===== src/rtl/cpu_pkg.sv =====
// Shared MEM-stage types: FSM states, writeback source encodings, register index width.
package cpu_pkg;

    localparam int REG_NO_W = 5;

    localparam logic [1:0] DTR_ALU = 2'b00;
    localparam logic [1:0] DTR_MEM = 2'b01;
    localparam logic [1:0] DTR_EXT = 2'b10;

    typedef enum logic [1:0] {
        IDLE = 2'd0,
        REQ  = 2'd1,
        RESP = 2'd2,
        DONE = 2'd3
    } mem_state_t;

endpackage


===== src/rtl/mem_access_ctrl_if.sv =====
// Data-memory bus: registered request side from the controller, gnt/rvalid/rdata back from memory.
interface mem_access_ctrl_if;

    logic        dm_req;
    logic        dm_we;
    logic [31:0] dm_addr;
    logic [31:0] dm_wdata;
    logic        dm_gnt;
    logic        dm_rvalid;
    logic [31:0] dm_rdata;

    modport master (
        output dm_req, dm_we, dm_addr, dm_wdata,
        input  dm_gnt, dm_rvalid, dm_rdata
    );

    modport slave (
        input  dm_req, dm_we, dm_addr, dm_wdata,
        output dm_gnt, dm_rvalid, dm_rdata
    );

endinterface


===== src/rtl/mem_access_ctrl_wb.sv =====
// MEM/WB pipeline register: loads on pipe advance, otherwise holds and kills RegWrite when bubbling.
import cpu_pkg::*;

module mem_wb_reg (
    input  logic                clk,
    input  logic                rst,
    input  logic                load_en,
    input  logic                bubble,
    input  logic [31:0]         read_data,
    input  logic [31:0]         alu_res,
    input  logic [31:0]         ext,
    input  logic [REG_NO_W-1:0] reg_write_no,
    input  logic                RegWrite,
    input  logic [1:0]          DatatoReg,
    output logic [31:0]         wb_read_data,
    output logic [31:0]         wb_alu_res,
    output logic [31:0]         wb_ext,
    output logic [REG_NO_W-1:0] wb_reg_write_no,
    output logic                wb_RegWrite,
    output logic [1:0]          wb_DatatoReg
);

    always_ff @(posedge clk or negedge rst) begin
        if (!rst) begin
            wb_read_data    <= '0;
            wb_alu_res      <= '0;
            wb_ext          <= '0;
            wb_reg_write_no <= '0;
            wb_RegWrite     <= 1'b0;
            wb_DatatoReg    <= '0;
        end else if (load_en) begin
            wb_read_data    <= read_data;
            wb_alu_res      <= alu_res;
            wb_ext          <= ext;
            wb_reg_write_no <= reg_write_no;
            wb_RegWrite     <= RegWrite;
            wb_DatatoReg    <= DatatoReg;
        end else if (bubble) begin
            wb_RegWrite     <= 1'b0;
        end
    end

endmodule


===== src/rtl/mem_access_ctrl.sv =====
// MEM stage: runs loads/stores over the req/gnt/rvalid bus and stalls the pipe until done.
// Define MEM_TIMEOUT_EN to abort stuck transactions after TIMEOUT_CYC cycles and flag bus_err.
import cpu_pkg::*;

module mem_access_ctrl #(
    parameter int          TIMEOUT_CYC = 16,
    parameter logic [31:0] RDATA_ERR   = 32'hDEADBEEF
) (
    input  logic                clk,
    input  logic                rst,
    input  logic [31:0]         ALURes,
    input  logic [31:0]         grf_out_B,
    input  logic [31:0]         ext,
    input  logic [REG_NO_W-1:0] reg_write_no,
    input  logic                MemRead,
    input  logic                MemWrite,
    input  logic                RegWrite,
    input  logic [1:0]          DatatoReg,
    output logic                pipe_en,
    mem_access_ctrl_if.master   bus,
    output logic [31:0]         wb_read_data,
    output logic [31:0]         wb_alu_res,
    output logic [31:0]         wb_ext,
    output logic [REG_NO_W-1:0] wb_reg_write_no,
    output logic                wb_RegWrite,
    output logic [1:0]          wb_DatatoReg,
    output logic                bus_err
);

    mem_state_t  state_q, state_d;
    logic        mem_op;
    logic        req_d, we_d;
    logic [31:0] addr_d, wdata_d;
    logic [31:0] rdata_q, rdata_d;
    logic        cnt_clr, err_set, timeout;

    assign mem_op = MemRead | MemWrite;

    always_ff @(posedge clk or negedge rst) begin
        if (!rst) begin
            state_q      <= IDLE;
            bus.dm_req   <= 1'b0;
            bus.dm_we    <= 1'b0;
            bus.dm_addr  <= '0;
            bus.dm_wdata <= '0;
            rdata_q      <= '0;
        end else begin
            state_q      <= state_d;
            bus.dm_req   <= req_d;
            bus.dm_we    <= we_d;
            bus.dm_addr  <= addr_d;
            bus.dm_wdata <= wdata_d;
            rdata_q      <= rdata_d;
        end
    end

    // rdata_q is cleared at request time so a store's DONE writes 0 to wb_read_data.
    always_comb begin
        state_d = state_q;
        pipe_en = 1'b0;
        req_d   = bus.dm_req;
        we_d    = bus.dm_we;
        addr_d  = bus.dm_addr;
        wdata_d = bus.dm_wdata;
        rdata_d = rdata_q;
        cnt_clr = 1'b0;
        err_set = 1'b0;
        case (state_q)
            IDLE: begin
                if (mem_op) begin
                    state_d = REQ;
                    req_d   = 1'b1;
                    we_d    = MemWrite;
                    addr_d  = {ALURes[31:2], 2'b00};
                    wdata_d = grf_out_B;
                    rdata_d = '0;
                    cnt_clr = 1'b1;
                end else begin
                    pipe_en = 1'b1;
                end
            end
            REQ: begin
                if (bus.dm_gnt) begin
                    req_d   = 1'b0;
                    state_d = bus.dm_we ? DONE : RESP;
                end else if (timeout) begin
                    req_d   = 1'b0;
                    err_set = 1'b1;
                    state_d = DONE;
                    if (!bus.dm_we) rdata_d = RDATA_ERR;
                end
            end
            RESP: begin
                if (bus.dm_rvalid) begin
                    rdata_d = bus.dm_rdata;
                    state_d = DONE;
                end else if (timeout) begin
                    err_set = 1'b1;
                    rdata_d = RDATA_ERR;
                    state_d = DONE;
                end
            end
            DONE: begin
                pipe_en = 1'b1;
                state_d = IDLE;
            end
            default: state_d = IDLE;
        endcase
    end

`ifdef MEM_TIMEOUT_EN
    logic [7:0] cnt_q;
    logic       err_q;

    always_ff @(posedge clk or negedge rst) begin
        if (!rst) begin
            cnt_q <= '0;
            err_q <= 1'b0;
        end else begin
            if (cnt_clr)
                cnt_q <= '0;
            else if (state_q == REQ || state_q == RESP)
                cnt_q <= cnt_q + 8'd1;
            if (err_set) err_q <= 1'b1;
        end
    end

    assign timeout = (state_q == REQ || state_q == RESP) && (cnt_q == 8'(TIMEOUT_CYC - 1));
    assign bus_err = err_q;
`else
    logic unused_cfg;
    assign timeout    = 1'b0;
    assign bus_err    = 1'b0;
    assign unused_cfg = ^{32'(TIMEOUT_CYC), cnt_clr, err_set};
`endif

    mem_wb_reg u_mem_wb (
        .clk             (clk),
        .rst             (rst),
        .load_en         (pipe_en),
        .bubble          (~pipe_en),
        .read_data       ((state_q == DONE) ? rdata_q : 32'h0),
        .alu_res         (ALURes),
        .ext             (ext),
        .reg_write_no    (reg_write_no),
        .RegWrite        (RegWrite),
        .DatatoReg       (DatatoReg),
        .wb_read_data    (wb_read_data),
        .wb_alu_res      (wb_alu_res),
        .wb_ext          (wb_ext),
        .wb_reg_write_no (wb_reg_write_no),
        .wb_RegWrite     (wb_RegWrite),
        .wb_DatatoReg    (wb_DatatoReg)
    );

endmodule


===== src/flat_wrapper.sv =====
// flat-port wrapper written by rule: the top's interface ports become plain ports
module mem_access_ctrl_flat 
#(
    parameter int          TIMEOUT_CYC = 16,
    parameter logic [31:0] RDATA_ERR   = 32'hDEADBEEF
)
  (clk, rst, ALURes, grf_out_B, ext, reg_write_no, MemRead, MemWrite, RegWrite, DatatoReg, pipe_en, wb_read_data, wb_alu_res, wb_ext, wb_reg_write_no, wb_RegWrite, wb_DatatoReg, bus_err, bus_dm_req, bus_dm_we, bus_dm_addr, bus_dm_wdata, bus_dm_gnt, bus_dm_rvalid, bus_dm_rdata);
  mem_access_ctrl_if bus_i ();
  input  logic clk;
  input  logic rst;
  input  logic [31:0] ALURes;
  input  logic [31:0] grf_out_B;
  input  logic [31:0] ext;
  input  logic [REG_NO_W-1:0] reg_write_no;
  input  logic MemRead;
  input  logic MemWrite;
  input  logic RegWrite;
  input  logic [1:0] DatatoReg;
  output logic pipe_en;
  output logic [31:0] wb_read_data;
  output logic [31:0] wb_alu_res;
  output logic [31:0] wb_ext;
  output logic [REG_NO_W-1:0] wb_reg_write_no;
  output logic wb_RegWrite;
  output logic [1:0] wb_DatatoReg;
  output logic bus_err;
  output wire logic [$bits(bus_i.dm_req)-1:0] bus_dm_req;
  output wire logic [$bits(bus_i.dm_we)-1:0] bus_dm_we;
  output wire logic [$bits(bus_i.dm_addr)-1:0] bus_dm_addr;
  output wire logic [$bits(bus_i.dm_wdata)-1:0] bus_dm_wdata;
  input wire logic [$bits(bus_i.dm_gnt)-1:0] bus_dm_gnt;
  input wire logic [$bits(bus_i.dm_rvalid)-1:0] bus_dm_rvalid;
  input wire logic [$bits(bus_i.dm_rdata)-1:0] bus_dm_rdata;
  assign bus_dm_req = bus_i.dm_req;
  assign bus_dm_we = bus_i.dm_we;
  assign bus_dm_addr = bus_i.dm_addr;
  assign bus_dm_wdata = bus_i.dm_wdata;
  assign bus_i.dm_gnt = bus_dm_gnt;
  assign bus_i.dm_rvalid = bus_dm_rvalid;
  assign bus_i.dm_rdata = bus_dm_rdata;
  mem_access_ctrl #(.TIMEOUT_CYC(TIMEOUT_CYC), .RDATA_ERR(RDATA_ERR)) u_core (.clk(clk), .rst(rst), .ALURes(ALURes), .grf_out_B(grf_out_B), .ext(ext), .reg_write_no(reg_write_no), .MemRead(MemRead), .MemWrite(MemWrite), .RegWrite(RegWrite), .DatatoReg(DatatoReg), .pipe_en(pipe_en), .bus(bus_i), .wb_read_data(wb_read_data), .wb_alu_res(wb_alu_res), .wb_ext(wb_ext), .wb_reg_write_no(wb_reg_write_no), .wb_RegWrite(wb_RegWrite), .wb_DatatoReg(wb_DatatoReg), .bus_err(bus_err));
endmodule

===== config.mk =====
export PLATFORM = sky130hd
export DESIGN_NAME = mem_access_ctrl_flat
export DESIGN_NICKNAME = d
export VERILOG_FILES = /design/src/rtl/cpu_pkg.sv /design/src/rtl/mem_access_ctrl_if.sv /design/src/rtl/mem_access_ctrl_wb.sv /design/src/rtl/mem_access_ctrl.sv /design/src/flat_wrapper.sv
export SDC_FILE = /design/constraint.sdc
export NUM_CORES = 1
export LEC_CHECK = 0
export CAP_MARGIN = 20
export CORE_MARGIN = 1.5
export CORE_UTILIZATION = 45
export DETAILED_ROUTE_END_ITERATION = 6
export GPL_TIMING_DRIVEN = 0
export PLACE_DENSITY = 0.94
export SKIP_CTS_REPAIR_TIMING = 1
export SYNTH_ARGS = -nofsm -noshare
export SYNTH_HDL_FRONTEND = slang
export SYNTH_SLANG_ARGS = --single-unit

===== constraint.sdc =====
create_clock -name clk -period 6.8 [get_ports clk]
set_input_delay 1.02 -clock clk [delete_from_list [all_inputs] [get_ports clk]]
set_output_delay 1.02 -clock clk [all_outputs]
set_load 0.05 [all_outputs]

==> flow_summary.ini <==
; physical design summary
[clock_tree]
cts-buffers-inserted = 22
max-clock-path-buffers = 3
path_clk_slew_ns = 0.06

[critical_path]
r2r_cells = 6
path_cells = clkdlybuf4s50_1, or3b_1, buf_2, a21o_1, buf_6, inv_6, buf_6, clkdlybuf4s50_1

[yosys]
topCellsByArea = dfrtp_1, mux2_1, mux2_2, a22o_1, nand4_1
synth_stat.cells = 536
yosysTopAreaCell = dfrtp_1
common_cells = dfrtp_1, mux2_1, mux2_2
syn_area_sq_um = 7770

[run]
tool_warnings = 34

[min_path]
whs_path_depth = 1
hold_path_class = flop to flop

[pwr]
peakVddDrop_v = 0.000420

[floorplanning]
chipArea_sq_um = 18100
die-width_um = 134
ios = 314

[run_status]
status = finished, final reports clean

[sta]
period_needed_ns = 4.58
finalSetupViolCount = 0

[cells_and_area]
nets = 1020
## through the flow
step                      area, sq um  setup WS, ns  setup TNS, ns
after floorplan                  7780          3.65              0
after global placement          11100         -3.49        -701.95
after detailed placement        11200          2.22              0
after CTS                       11900          2.21              0
after global routing            11900          2.11              0
final                           11900          2.22              0
## final cells by class
class | instances | area [sq um] | share of cell area, %
Clock inverter | 4 | 22.5 | 0.189
Multi-Input combinational cell | 260 | 2350 | 19.7
Timing Repair Buffer | 311 | 3140 | 26.3
Tap cell | 220 | 275 | 2.31
Buffer | 38 | 219 | 1.84
Sequential cell | 202 | 5050 | 42.4
Inverter | 38 | 148 | 1.24
Clock buffer | 36 | 714 | 5.99
## logic make-up after synthesis
kind of cell	Yosys count	share of synthesized area [%]
fa+ha+maj	5	0.805
buf+inv	76	4.72
other cells	1	0.0483
mux	134	19.4
compound gates	72	6.46
simple gates	46	3.48
flops	202	65.1
## where the power goes
part	switching [mW]	internal [mW]	total, mW
logic	2.55	1.46	4.01
registers	0.312	1.77	2.08
clock network	0.465	0.715	1.18
total	3.33	3.95	7.28
## cells in the final DEF, fill, tap and decap left out, types with 23 or more instances in the layout
cell             instances
inv_1                   37
mux2_2                  66
dfrtp_1                202
a22o_1                  32
nand4_1                 32
mux2_1                  68
clkdlybuf4s50_1        308
clkbuf_1                23
o21ai_0                 33
clkbuf_16               23
## metal layers
metal  vias to the layer above  part of all wire, %  track usage (%)
met5                         -                    0                0
met4                         0                  3.2             8.00
met3                        48                  7.4             5.59
met2                       252                   52             43.1
met1                      2868                   38             28.3
li1                       2561                    -                -
## worst reg2reg max path: stages, from the launching register on
cell and delay, ns:
dfrtp_1 0.45, inv_1 0.12, ha_1 0.29, o21ai_1 0.40
buf_6 0.23, clkbuf_1 0.61, mux2_2 0.42
Met1 routing:
Bar = 50 um. Supply wires on this layer in grey.
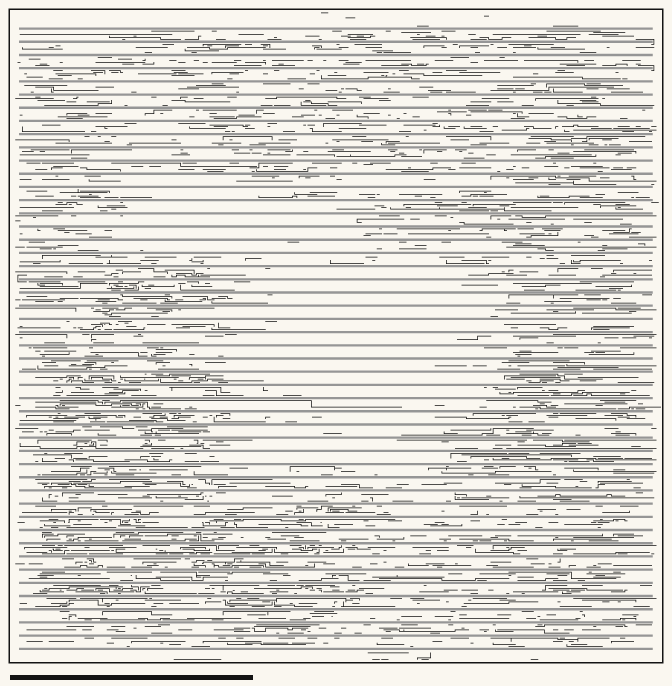
The wires run mostly horizontal. The longest straight run is 39.3 um. 899 nets have wire on it. The layer carries 8240 um of wire.
total wire length: 21900 um
grt met1 use: 28.3%

Signal wires on met2:
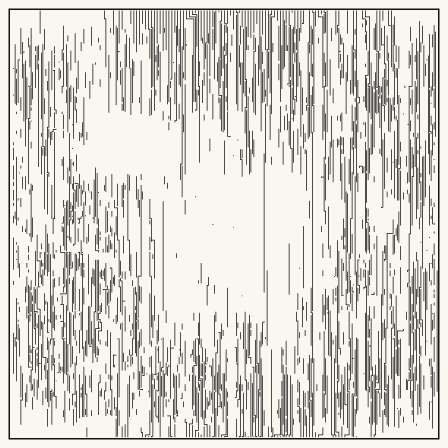
951 nets have wire on it. The wires run mostly vertical. The layer holds 52% of the routed length.
met2 Usage GRT: 43.1%
routed vias: 5729

The metal 3 layer:
Bar = 50 um.
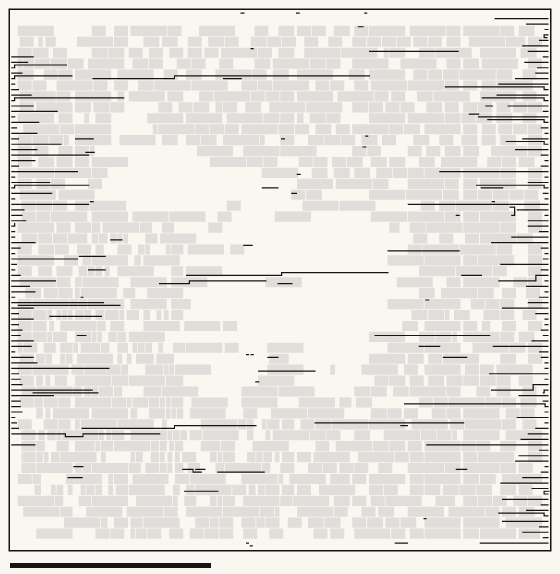
The layer holds 7.4% of the routed length. The wires run mostly horizontal. The longest straight run is 48.5 um.
routing usage on met3: 5.59%

Signal wires on met4:
Supply wires on this layer in grey.
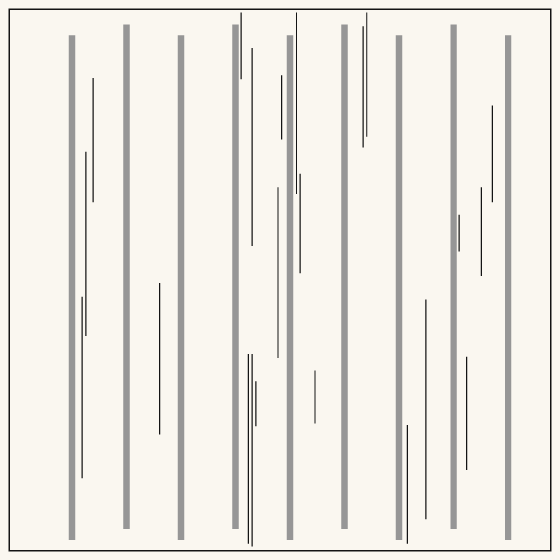
The wires run mostly vertical. The longest straight run is 54.4 um. 16 nets have wire on it. The layer holds 3.2% of the routed length.

The clock network:
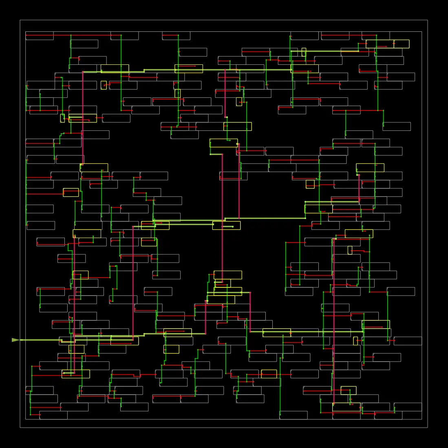
clock buffer count: 36
flop count: 202

Power is estimated from default activity; no workload was simulated.
